$ cat src/rtl/mult_share_ctrl.sv
// mult_share_ctrl: one iterative shift-add multiplier shared by NUM_REQ
// requesters through a round-robin arbiter. One operation is in flight at a time.
//   clk, rst_n     clock, asynchronous active-low reset
//   req_valid      per-requester request valid
//   req_a, req_b   packed operands, requester i at [i*WIDTH +: WIDTH]
//   req_ready      one-hot accept, asserted only in IDLE
//   resp_valid     product available (DONE state)
//   resp_ready     consumer accepts product
//   resp_id        index of the requester owning resp_product
//   resp_product   unsigned A*B, 2*WIDTH bits
//   busy           high while an operation is in CALC or DONE
module mult_share_ctrl #(
    parameter int unsigned NUM_REQ = 4,
    parameter int unsigned WIDTH   = 8
) (
    input  logic                         clk,
    input  logic                         rst_n,
    input  logic [NUM_REQ-1:0]           req_valid,
    input  logic [NUM_REQ*WIDTH-1:0]     req_a,
    input  logic [NUM_REQ*WIDTH-1:0]     req_b,
    output logic [NUM_REQ-1:0]           req_ready,
    output logic                         resp_valid,
    input  logic                         resp_ready,
    output logic [$clog2(NUM_REQ)-1:0]   resp_id,
    output logic [2*WIDTH-1:0]           resp_product,
    output logic                         busy
);

    localparam int unsigned IDW = $clog2(NUM_REQ);
    localparam int unsigned CW  = (WIDTH > 1) ? $clog2(WIDTH) : 1;
    localparam int unsigned PW  = 2 * WIDTH;

    typedef enum logic [1:0] {
        IDLE = 2'd0,
        CALC = 2'd1,
        DONE = 2'd2
    } state_e;

    state_e           state_q, state_d;
    logic [IDW-1:0]   rr_ptr_q, rr_ptr_d;
    logic [CW-1:0]    cnt_q, cnt_d;
    logic [PW-1:0]    a_q, a_d;
    logic [WIDTH-1:0] b_q, b_d;
    logic [PW-1:0]    acc_q, acc_d;
    logic [IDW-1:0]   id_q, id_d;

    logic             any_valid;
    logic [IDW-1:0]   grant_idx;
    logic [IDW-1:0]   idx_w;
    logic [WIDTH-1:0] a_sel;
    logic [WIDTH-1:0] b_sel;

    // Round-robin search starting at rr_ptr, wrapping mod NUM_REQ
    always_comb begin
        any_valid = 1'b0;
        grant_idx = '0;
        idx_w     = '0;
        for (int i = 0; i < NUM_REQ; i++) begin
            idx_w = IDW'((32'(rr_ptr_q) + 32'(i)) % NUM_REQ);
            if (!any_valid && req_valid[idx_w]) begin
                any_valid = 1'b1;
                grant_idx = idx_w;
            end
        end
    end

    // Operand mux for the granted requester
    always_comb begin
        a_sel = '0;
        b_sel = '0;
        for (int i = 0; i < NUM_REQ; i++) begin
            if (grant_idx == IDW'(i)) begin
                a_sel = req_a[i*WIDTH +: WIDTH];
                b_sel = req_b[i*WIDTH +: WIDTH];
            end
        end
    end

    // Accept is combinational and suppressed while reset is asserted
    always_comb begin
        req_ready = '0;
        if (rst_n && (state_q == IDLE) && any_valid) begin
            req_ready[grant_idx] = 1'b1;
        end
    end

    // Next-state and datapath
    always_comb begin
        state_d  = state_q;
        rr_ptr_d = rr_ptr_q;
        cnt_d    = cnt_q;
        a_d      = a_q;
        b_d      = b_q;
        acc_d    = acc_q;
        id_d     = id_q;
        case (state_q)
            IDLE: begin
                if (any_valid) begin
                    a_d      = PW'(a_sel);
                    b_d      = b_sel;
                    id_d     = grant_idx;
                    acc_d    = '0;
                    cnt_d    = '0;
                    rr_ptr_d = (grant_idx == IDW'(NUM_REQ - 1)) ? '0 : grant_idx + IDW'(1);
                    state_d  = CALC;
                end
            end
            CALC: begin
                // Always runs WIDTH steps, even for zero operands
                if (b_q[0]) begin
                    acc_d = acc_q + a_q;
                end
                a_d   = a_q << 1;
                b_d   = b_q >> 1;
                cnt_d = cnt_q + CW'(1);
                if (cnt_q == CW'(WIDTH - 1)) begin
                    state_d = DONE;
                end
            end
            DONE: begin
                if (resp_ready) begin
                    state_d = IDLE;
                end
            end
            default: state_d = IDLE;
        endcase
    end

    always_ff @(posedge clk or negedge rst_n) begin
        if (!rst_n) begin
            state_q  <= IDLE;
            rr_ptr_q <= '0;
            cnt_q    <= '0;
            a_q      <= '0;
            b_q      <= '0;
            acc_q    <= '0;
            id_q     <= '0;
        end else begin
            state_q  <= state_d;
            rr_ptr_q <= rr_ptr_d;
            cnt_q    <= cnt_d;
            a_q      <= a_d;
            b_q      <= b_d;
            acc_q    <= acc_d;
            id_q     <= id_d;
        end
    end

    // Response fields come straight from flops; acc is frozen in DONE
    assign resp_valid   = (state_q == DONE);
    assign resp_product = acc_q;
    assign resp_id      = id_q;
    assign busy         = (state_q != IDLE);

endmodule

$ cat config.mk
export PLATFORM = sky130hd
export DESIGN_NAME = mult_share_ctrl
export DESIGN_NICKNAME = d
export VERILOG_FILES = /design/src/rtl/mult_share_ctrl.sv
export SDC_FILE = /design/constraint.sdc
export NUM_CORES = 1
export LEC_CHECK = 0
export CORE_MARGIN = 3
export CORE_UTILIZATION = 25
export DETAILED_ROUTE_END_ITERATION = 8
export MAX_ROUTING_LAYER = met4
export PLACE_DENSITY = 0.54
export RECOVER_POWER = 25
export SYNTH_ARGS = -nofsm -noshare
export SYNTH_HDL_FRONTEND = slang
export SYNTH_SLANG_ARGS = --single-unit
$ cat constraint.sdc
create_clock -name clk -period 2.7 [get_ports clk]
set_input_delay 0.27 -clock clk [delete_from_list [all_inputs] [get_ports clk]]
set_output_delay 0.27 -clock clk [all_outputs]
set_load 0.005 [all_outputs]
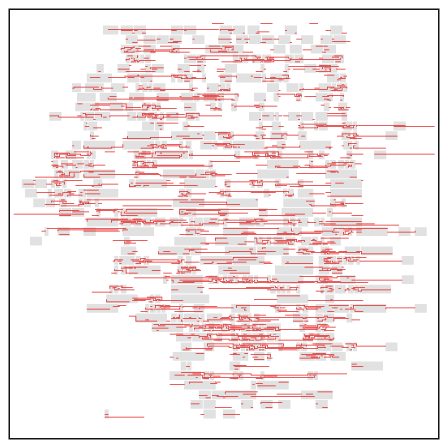
**Above:** run 1 (met1 routing).
nets with wire on the layer: 535
share of all routed wire: 43%

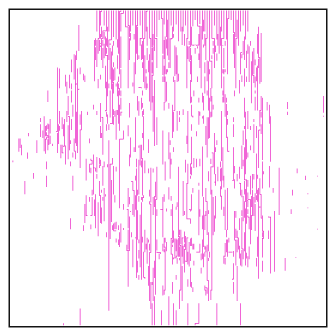
**Above:** run 1 (M2 wires).
main direction: vertical
nets with wire on the layer: 488
longest straight run: 65.3 µm
wire length on this layer: 5,110 µm

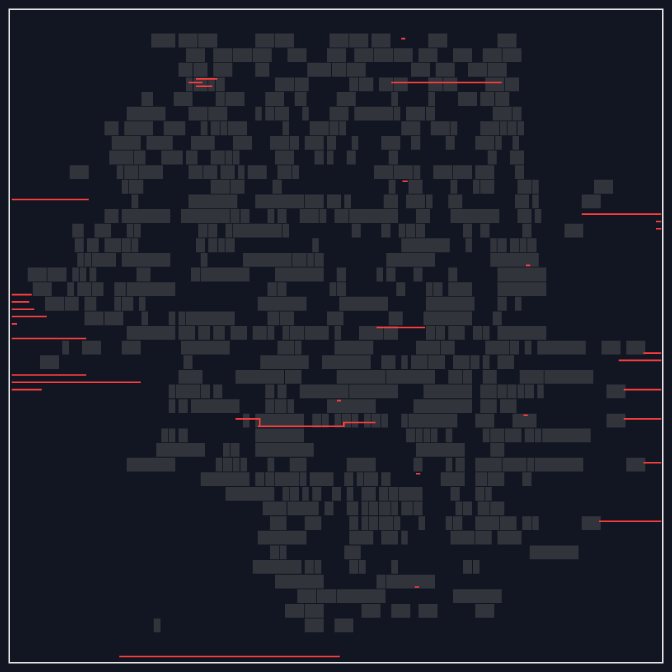
**Above:** run 1 (signal wires on met3).
share of all routed wire: 2.6%
main direction: horizontal

==> Slide: Implementation Results, run 1 <==
Physical Implementation Snapshot

Job
  • Max Cap Viol: 0
  • Tool warnings: 29

Logic synthesis
  • Ys flop type: dfrtp_1
  • Post-synth EDFFs: 0
  • Cell Type Count: 46
  • Syn_nets: between 500 and 600
  • Ys cells: between 400 and 500
  • Yosys warnings: 0
  • Ys async rst share: 100%
  • Synth Instances: about 410
  • Ys flops: 49
  • Chip Area, Yosys: 0.00332 mm²
  • Post-synth seq share: between 30% and 40%

Pwr
  • Maximum vdd drop: 0.431 mV
  • Sw frac: a little over two fifths
  • Clock share of power: between 15 and 20%
  • Switching power: between 0.0015 and 0.002 W
  • PwrDens: roughly 970 mW/mm²
  • Sequential fraction of design power: around 28%

Setup path
  • CP Max Fanout: 3
  • CP cell instances: clkdlybuf4s50_1, buf_4, nand2_1, nand2_1, a21oi_2, o22ai_2, buf_4, ha_1, and3_1, clkdlybuf4s50_1
  • CP Data Required Time: roughly 2.4 ns
  • Startpoint types: input port
  • Crit-path leading delay family: buffers and inverters
  • Critical path depth: 10
  • CP Capture Type: primary output
  • Slowest-stage cell, CP: clkdlybuf4s50_1
  • Critical Path AT: roughly 2.3 ns
  • RR Startpoint: rr_ptr_q[1]
  • Critical path's largest stage delay: about 0.5 ns
  • R2R cell count: 14
  • WP buf/inv: 4

Drt
  • First drt pass iteration count: 4
  • Via count: around 3,200
  • WL final: approximately 9.6 mm
  • Post-DR wirelength/cell: 14.2 µm
  • Starting DRC count in detailed routing: between 150 and 200

Clock network
  • Num Clock Sinks: between 40 and 50
  • Clk slew on worst S/H paths: 0.07 ns
  • H-Tree Depth: 2
  • CTS Buffer Depth: 2
  • Hold-fix buffers, CTS: 0

Hold path
  • Worst hold-check path type: input port to async pin

Final timing
  • # setup viols final: 0
  • Unrepaired setup endpoints after global routing: false
  • Worst setup margin: 0.174 ns
  • Clock skew: ~0.011 ns
  • Crit share post-route: about 94%
  • Slew HR: between 6 and 7%
  • Final Hold Vio Count: 0

Cells and area
  • Most frequent logic cell in the layout: clkdlybuf4s50_1
  • Register area: approximately 0.0012 mm²
  • Layout cell share with drive strength beyond 1: approximately 8.9%
  • Nets@finish: between 500 and 600
  • Area Overhead vs Synth: 42.5%
  • Top Layout Cells: clkdlybuf4s50_1, nand2_1, dfrtp_1, o21ai_0, a21oi_1
  • Gate Area: 0.00196 mm²
  • Filler cell count: about 1,300
  • Fin cells: 677

Placement
  • I/O Buffers: 94
  • DP HPWL: between 7 and 8 mm
  • GPL Wtd Cong: between 0.8 and 0.9

Global routing
  • Initial antenna violation count: 0
  • Largest net degree at the start of global routing: about 42
  • Total global routing overflow: 0

Run status
  • Outcome: finished, final reports clean

Floorplanning
  • Row count: approximately 41
  • Die Y: 121 µm
  • Chip area: around 0.015 mm²
  • I/O pins: roughly 95
run 1: state kept, by name, indices dropped and copies added (netlist names):
signal,count
a_q,16
rr_ptr_q,2
resp_id,2
b_q,8
state_q,2
resp_product,16
cnt_q,3
run 1: routing by layer:
layer | part of all wire (%) | track usage (%) | vias up
met3 | 2.6 | 2.61 | 8
li1 | - | - | 1641
met2 | 53 | 23.1 | 41
met4 | 1.3 | 3.29 | 0
met1 | 43 | 15.5 | 1501
met5 | 0 | - | -
run 1: cell usage after synthesis, types with 2 or more instances:
master | n | area (µm²)
nor3_1 | 3 | 15.0
clkbuf_1 | 14 | 52.6
o21a_1 | 2 | 15.0
dfrtp_1 | 49 | 1230
a22oi_1 | 16 | 120
nor2b_1 | 3 | 18.8
xor2_1 | 3 | 26.3
and3_1 | 4 | 25.0
nand2_1 | 82 | 308
xnor2_1 | 11 | 96.3
inv_1 | 13 | 48.8
a31oi_1 | 2 | 12.5
a21oi_1 | 32 | 160
o211ai_1 | 17 | 128
nor2_1 | 27 | 101
nand3_1 | 18 | 90.1
o31ai_1 | 2 | 15.0
buf_2 | 9 | 45.0
a21o_1 | 3 | 22.5
o21bai_1 | 3 | 22.5
o21ai_1 | 11 | 55.1
a21oi_2 | 2 | 17.5
o22ai_1 | 4 | 25.0
o2bb2ai_1 | 2 | 17.5
nand2b_1 | 3 | 18.8
ha_1 | 21 | 263
o21ai_0 | 38 | 190
run 1: cell type report:
class	count	area share [%]
Inverter	13	1.03
Clock buffer	5	2.64
Clock inverter	3	1.37
Timing Repair Buffer	111	23.2
Multi-Input combinational cell	324	41.3
Tap cell	172	4.55
Sequential cell	49	25.9
run 1: logic make-up after synthesis:
group	share of synthesized area (%)
compound gates	26.7
xor+xnor	3.69
fa+ha+maj	8.51
buf+inv	5.24
flops	36.9
simple gates	18.9
run 1: stage by stage:
stage | utilization [%] | TNS, ns | hold slack (ns) | power, W | area, µm²
finish | 36.9 | 0 | 0.287 | 0.00460 | 4730
global route | 36.9 | 0 | 0.415 | 0.00503 | 4730
CTS | 36.5 | 0 | 0.0000657 | 0.00460 | 4680
detailed placement | 35.0 | -0.00513 | 0.313 | 0.00377 | 4480
global placement | 35.0 | 0 | 0.311 | 0.00371 | 4480
floorplan | - | 0 | -0.0256 | 0.00292 | 3320
run 1: worst max-delay path by stage:
| stage | start | end |
|---|---|---|
| finish | req_valid[0] | req_ready[0] |
| global route | req_valid[0] | req_ready[0] |
| CTS | req_valid[0] | req_ready[1] |
| detailed placement | req_valid[0] | req_ready[1] |
| global placement | req_valid[0] | req_ready[1] |
| floorplan | rr_ptr_q[0] | a_q[4] |
run 1: power by group through the flow:
stage / Combinational (W) / Clock [W] / Sequential (W)
2_1_floorplan: 0.00171 / 0 / 0.00121
3_3_place_gp: 0.00243 / 0 / 0.00128
3_5_place_dp: 0.00248 / 0 / 0.00128
4_1_cts: 0.00250 / 0.000826 / 0.00127
5_1_grt: 0.00286 / 0.000861 / 0.00131
6_report: 0.00252 / 0.000807 / 0.00127
run 1: timing repair:
action,in CTS,in global routing
pin swaps,0,2
endpoints found under the setup margin,1,4
buffers inserted,0,2
resized,1,13
cloned,0,1
==> run 2, diff against run 1 <==
- CORE_ASPECT_RATIO: not set -> 1.1
- CTS_BUF_LIST: not set -> sky130_fd_sc_hd__clkbuf_16
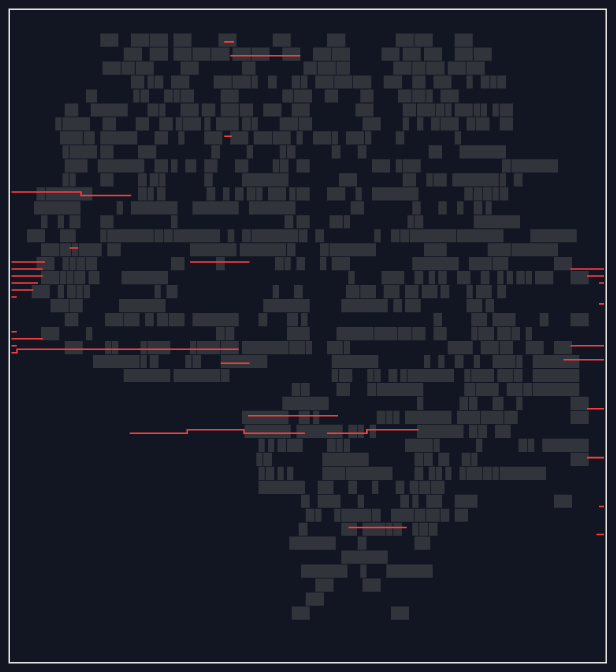
**Above:** run 2 (signal wires on met3).
wire length on this layer: 250 µm
main direction: horizontal
longest straight run: 43.0 µm
share of all routed wire: 2.6%

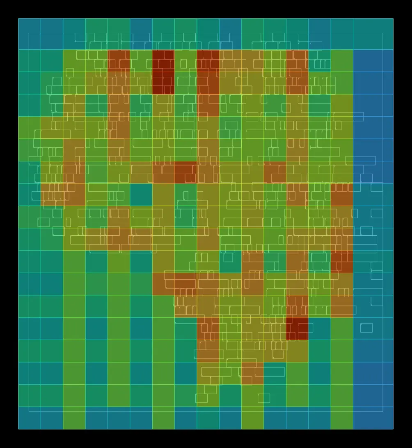
**Above:** run 2 (routing congestion).
met3 Track Usage GR: 3.44%
met2 GRT Util: 22.0%
Final Util: 36.3%
met1 usage: 17.2%

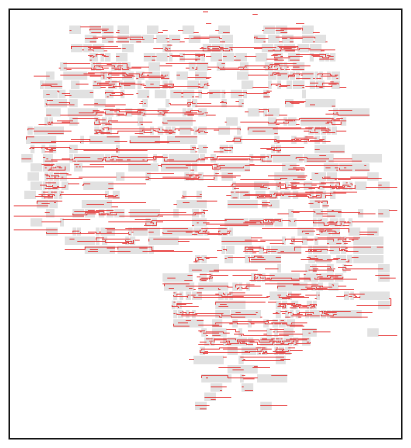
**Above:** run 2 (met1 routing).
wire length on this layer: 4,340 µm
share of all routed wire: 45%
main direction: horizontal
longest straight run: 35.4 µm

==> run 2 against run 1 <==
Fmax decreased by 3.7%; clock skew decreased by 0.0052 ns; largest cell class unchanged; non-clock buffer count increased by 1; cell count decreased by 2.1%; core utilization decreased by 0.64 points; sequential share of layout area increased by 0.50 points; die size about the same; wire length decreased by 0.13%; largest power group unchanged; synthesized cell count unchanged; critical endpoint is now req_ready[2]; worst setup slack got worse by 0.097 ns; register-to-register slack got worse by 0.02 ns; power decreased by 4.9%.
==> Slide: Implementation Results, run 2 <==
Physical Implementation Snapshot

Run status
  • Outcome: finished, final reports clean

Final timing
  • Crit share post-route: 97.2% (+3.6 points)
  • Slew HR: 47.0% (+41 points)
  • Final Hold Vio Count: 0 (unchanged)
  • # setup viols final: 0 (unchanged)
  • Clock skew: 0.00586 ns (-0.00525 ns)
  • Unrepaired setup endpoints after global routing: true

Setup path
  • CP Max Fanout: 3 (unchanged)
  • Critical Path AT: 2.35 ns (+0.09 ns)
  • CP Data Required Time: 2.43 ns (about the same)
  • Worst reg-to-reg setup slack: 0.36 ns
  • CP Capture Type: primary output
  • R2R cell count: 14 (unchanged)
  • RR Startpoint: rr_ptr_q[0]

Job
  • Tool warnings: 30 (+3.4%)
  • Max Cap Viol: 0 (unchanged)

Global routing
  • Vias in the first global route: roughly 3,200
  • Total global routing overflow: 0 (unchanged)
  • Largest net degree at the start of global routing: 42 (unchanged)

Floorplanning
  • I/O pins: 95 (unchanged)
  • Die Y: 127 µm (+4.6%)
  • Row count: 43 (+4.9%)

Logic synthesis
  • Yosys warnings: 0 (unchanged)
  • Syn_nets: 506 (unchanged)
  • Post-synth EDFFs: 0 (unchanged)
  • Ys flop type: dfrtp_1
  • Ys cells: 413 (unchanged)
  • Chip Area, Yosys: 0.00332 mm² (unchanged)
  • Cell Type Count: 46 (unchanged)
  • Synth top cell by count: nand2_1
  • Ys flops: 49 (unchanged)
  • Ys async rst share: 100% (unchanged)
  • Synth Instances: 413 (unchanged)
  • Area leader share: 36.9% (unchanged)

Cells and area
  • Top Layout Cells: clkdlybuf4s50_1, nand2_1, dfrtp_1, o21ai_0, a21oi_1
  • Post-route cell area: 0.00464 mm² (-1.9%)
  • Filler cell count: 1,346 (+0.52%)
  • Area Overhead vs Synth: 39.8%
  • Layout cell share with drive strength beyond 1: 7.91% (-1.0 points)
  • Nets@finish: 598 (+0.17%)

Drt
  • Starting DRC count in detailed routing: 136 (-30%)
  • Via count: 3,190 (-0.031%)
  • First drt pass iteration count: 4 (unchanged)
  • WL final: 9.63 mm (-0.13%)
  • Post-DR wirelength/cell: 14.5 µm (+2.0%)

Placement
  • Placed Area: 0.00446 mm² (-0.42%)
  • DP HPWL: 7.42 mm (+0.82%)
  • GPL Wtd Cong: 0.794 (-7.3%)

Pwr
  • PwrDens: 941 mW/mm² (-3.1%)
  • Maximum vdd drop: 0.371 mV (-14%)
  • Tot Pwr: 0.00437 W (-4.9%)

Hold path
  • Worst hold-check path type: input port to async pin

Clock network
  • Clk slew on worst S/H paths: 0.07 ns (about the same)
  • H-Tree Depth: 2 (unchanged)
==> run 2: kinds of logic (layout without fill, tap and decap cells) <==
group / after synthesis / count (layout) / share of synthesized area, %
flip-flops: 49 / 49 / 36.9
adder cells (fa/ha/maj): 22 / 22 / 8.51
buffers and inverters: 40 / 133 / 5.24
AND-OR/OR-AND: 142 / 142 / 26.7
AND/OR/NAND/NOR: 146 / 146 / 18.9
XOR/XNOR: 14 / 14 / 3.69
==> run 2: worst max-delay path: stages <==
cell and delay, ns:
clkdlybuf4s50_1 0.43, buf_4 0.15, nand2_1 0.05, nand2_1 0.05, a21oi_1 0.17, o22ai_2 0.12
buf_4 0.15, inv_1 0.07, ha_2 0.21, and3_1 0.17, clkdlybuf4s50_1 0.52
==> run 2: layer usage <==
| layer | wire, µm | global-route usage, % | vias to the layer above |
|---|---|---|---|
| li1 | - | - | 1644 |
| met1 | 4340 | 17.2 | 1505 |
| met2 | 4940 | 22.0 | 34 |
| met3 | 250 | 3.44 | 7 |
| met4 | 94 | 2.94 | 0 |
| met5 | 0 | - | - |
==> run 2: final cells by class <==
| class | instances | area (µm²) | area share (%) |
|---|---|---|---|
| multi-input combinational | 324 | 1940 | 41.8 |
| clock buffer | 5 | 125 | 2.69 |
| clock inverter | 3 | 13.8 | 0.296 |
| tap | 157 | 196 | 4.23 |
| inverter | 13 | 48.8 | 1.05 |
| timing repair buffer | 112 | 1090 | 23.5 |
| sequential | 49 | 1230 | 26.4 |
==> run 2: worst max-delay path by stage <==
stage	startpoint	endpoint	slack (ns)	cells past startpoint
2_1_floorplan	rr_ptr_q[0]	a_q[4]	0.51	15
3_3_place_gp	req_valid[0]	a_q[2]	-0.04	16
3_5_place_dp	req_valid[0]	a_q[2]	-0.18	16
4_1_cts	req_valid[0]	req_ready[1]	0.05	10
5_1_grt	req_valid[0]	req_ready[1]	-0.04	10
6_report	req_valid[0]	req_ready[2]	0.08	11
==> run 2: power by group <==
group | switching, W | internal (W)
sequential | 0.000233 | 0.00102
combinational | 0.00138 | 0.00111
clock | 0.000281 | 0.000337
==> run 2: repair_timing <==
action                                 CTS  global route
endpoints found under the hold margin   10             0
gates cloned                             0             0
hold buffers                             1             0
gates resized                            2             3
pin swaps                                0             1
setup endpoints to repair                1             1
buffers inserted                         0             3
==> run 2: metrics by stage <==
step                utilization, %  hold WS [ns]  setup WS [ns]  TNS, ns
finish                        36.3         0.457         0.0763        0
global route                  36.3         0.503        -0.0397  -0.0696
CTS                           36.1         0.479         0.0539        0
detailed placement            34.9         0.214         -0.178    -2.02
global placement              34.9         0.207        -0.0406  -0.0848
floorplan                        -       -0.0256          0.510        0
**Run 2: M2 wires**

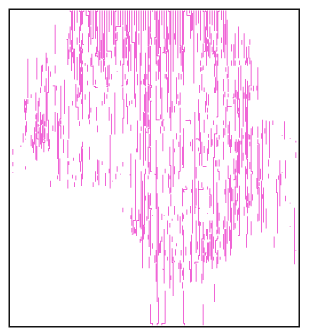

==> run 3, diff against run 2 <==
- SKIP_CTS_REPAIR_TIMING: not set -> 1
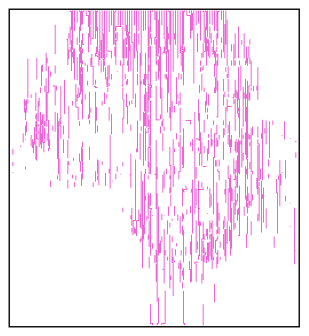
**Above:** run 3 (M2 wires).
share of all routed wire: 51%
longest straight run: 48.3 µm
nets with wire on the layer: 474

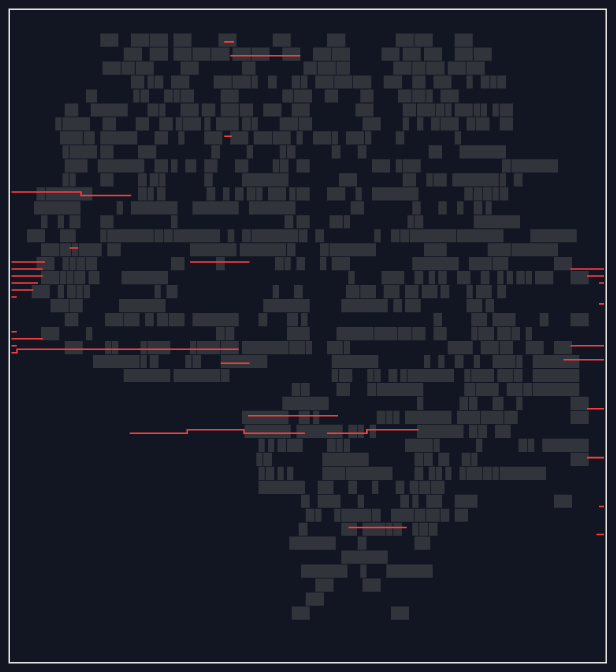
**Above:** run 3 (signal wires on met3).
wire length on this layer: 250 µm
longest straight run: 43.0 µm
nets with wire on the layer: 26
share of all routed wire: 2.6%

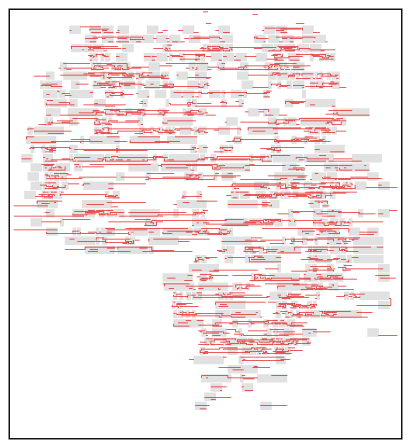
**Above:** run 3 (met1 routing).
longest straight run: 35.4 µm
nets with wire on the layer: 548

==> run 3 against run 2 <==
Combinational power barely moved; flip-flop count did not move; first-iteration DRC count rose by 8.8%; power barely moved; core utilization did not move; wire length barely moved; non-clock buffer count did not move; fmax barely moved.
==> Slide: Implementation Results, run 3 <==
Physical Implementation Snapshot

Run status
  • Outcome: finished, final reports clean

Global routing
  • Total global routing overflow: 0 (unchanged)
  • Vias in the first global route: 3,167 (-0.31%)
  • Largest net degree at the start of global routing: 42 (unchanged)

Drt
  • First drt pass iteration count: 4 (unchanged)
  • Remaining DRCs: 0
  • Starting DRC count in detailed routing: 148 (+8.8%)
  • Via count: 3,191 (+0.031%)
  • Post-DR wirelength/cell: 14.5 µm (about the same)
  • WL final: 9.63 mm (about the same)

Placement
  • DP HPWL: 7.42 mm (unchanged)
  • GPL Wtd Cong: 0.794 (unchanged)

Final timing
  • Slew HR: 47.0% (about the same)
  • Clock skew: 0.00587 ns (+0.00000458 ns)
  • Unrepaired setup endpoints after global routing: true
  • # setup viols final: 0 (unchanged)
  • Final hold slack: 0.457 ns (+0.0000160 ns)
  • Final Hold Vio Count: 0 (unchanged)
  • Crit share post-route: 97.2% (about the same)
  • Fin Setup TNS: 0 ns (unchanged)

Pwr
  • Maximum vdd drop: 0.371 mV (about the same)
  • Gate power share: 57.1% (about the same)
  • PwrDens: 941 mW/mm² (about the same)
  • Tot Pwr: 0.00437 W (about the same)
  • Sequential fraction of design power: 28.8% (about the same)
  • Clock share of power: 14.2% (about the same)

Cells and area
  • Final Util: 36.3% (unchanged)
  • Top Layout Cells: clkdlybuf4s50_1, nand2_1, dfrtp_1, o21ai_0, a21oi_1
  • Nets@finish: 598 (unchanged)
  • Layout cell share with drive strength beyond 1: 7.91% (unchanged)
  • Area Overhead vs Synth: 39.8% (unchanged)
  • ANT cells: 0

Logic synthesis
  • Ys cells: 413 (unchanged)
  • Largest cells by area after synthesis: dfrtp_1, nand2_1, ha_1
  • Area leader share: 36.9% (unchanged)
  • Syn_nets: 506 (unchanged)
  • Yosys warnings: 0 (unchanged)
  • Post-synth EDFFs: 0 (unchanged)
  • Post-synth seq share: about 37%
  • Ys flop type: dfrtp_1
  • Cell Type Count: 46 (unchanged)
  • Ys async rst share: 100% (unchanged)
  • Ys flops: 49 (unchanged)
  • Synth top cell by count: nand2_1
  • Synth Instances: 413 (unchanged)
  • Synth Area per Inst: between 8 and 9 µm²
  • Chip Area, Yosys: 0.00332 mm² (unchanged)

Hold path
  • Worst hold-check path type: input port to async pin

Setup path
  • Critical Path AT: 2.35 ns (about the same)
  • Crit path from: req_valid[0]
  • CP cell instances: clkdlybuf4s50_1, buf_4, nand2_1, nand2_1, a21oi_1, o22ai_2, buf_4, inv_1, ha_2, and3_1, clkdlybuf4s50_1
  • CP Capture Type: primary output
  • RR Startpoint: rr_ptr_q[0]
  • CP Data Required Time: 2.43 ns (about the same)
  • Critical path's largest stage delay: 0.52 ns (about the same)

Job
  • Tool warnings: 30 (unchanged)
  • Max Cap Viol: 0 (unchanged)

Floorplanning
  • Die Y: 127 µm (unchanged)
  • Row count: 43 (unchanged)

Clock network
  • CTS tree: built
  • Clk slew on worst S/H paths: 0.07 ns (about the same)
[run 3: cell counts in the layout (fill, tap and decap cells not counted)]
Identical to the previous run, type by type.
[run 3: worst paths after layout]
kind                                    endpoint  slack (ns)  cells after the start
worst max-delay path                req_ready[2]        0.08                     11
worst min-delay path                      a_q[2]        0.46                      2
worst max register to register            a_q[2]        0.36                     14
worst min register to register            b_q[3]        0.48                      2
max in group asynchronous       resp_product[14]        1.14                      3
min in group clk                          b_q[3]        0.48                      2
[run 3: layer usage]
| layer | share of wire [%] | vias to the layer above | GRT usage (%) |
|---|---|---|---|
| met1 | 45 | 1506 | 17.2 |
| li1 | - | 1644 | - |
| met5 | 0 | - | - |
| met3 | 2.6 | 7 | 3.44 |
| met2 | 51 | 34 | 21.9 |
| met4 | 0.98 | 0 | 2.94 |
[run 3: metrics by stage]
stage / setup WS [ns] / instance area [µm²]
6_report: 0.0763 / 4640
5_1_grt: -0.0397 / 4640
4_1_cts: -0.0701 / 4600
3_5_place_dp: -0.178 / 4460
3_3_place_gp: -0.0406 / 4460
2_1_floorplan: 0.510 / 3320
[run 3: logic make-up (layout without fill, tap and decap cells)]
family / count (synthesis) / in the layout / share of synthesized area [%]
and+or+nand+nor: 146 / 146 / 18.9
AOI/OAI and AO/OA: 142 / 142 / 26.7
DFF: 49 / 49 / 36.9
buffers and inverters: 40 / 133 / 5.24
adders and majority gates: 22 / 22 / 8.51
xor gates and xnor gates: 14 / 14 / 3.69
[run 3: critical path: cells and delay by family]
kind,cells,cell delay (ns)
and+or+nand+nor,3,0.27
AOI/OAI and AO/OA,2,0.29
adders and majority gates,1,0.21
buffers and inverters,5,1.32
[run 3: power groups by stage]
stage / Combinational [W] / Clock, W / Sequential, W
3_3_place_gp: 0.00246 / 0 / 0.00126
6_report: 0.00250 / 0.000619 / 0.00126
3_5_place_dp: 0.00249 / 0 / 0.00127
4_1_cts: 0.00250 / 0.000639 / 0.00126
5_1_grt: 0.00285 / 0.000670 / 0.00130
2_1_floorplan: 0.00171 / 0 / 0.00121
[run 3: cell type report]
class / instances / area, µm²
Clock buffer: 5 / 125
Fill cell: 1346 / 8160
Multi-Input combinational cell: 324 / 1940
Timing Repair Buffer: 112 / 1090
Tap cell: 157 / 196
Clock inverter: 3 / 13.8
Inverter: 13 / 48.8
Sequential cell: 49 / 1230
Power and IR drop assume default switching activity.
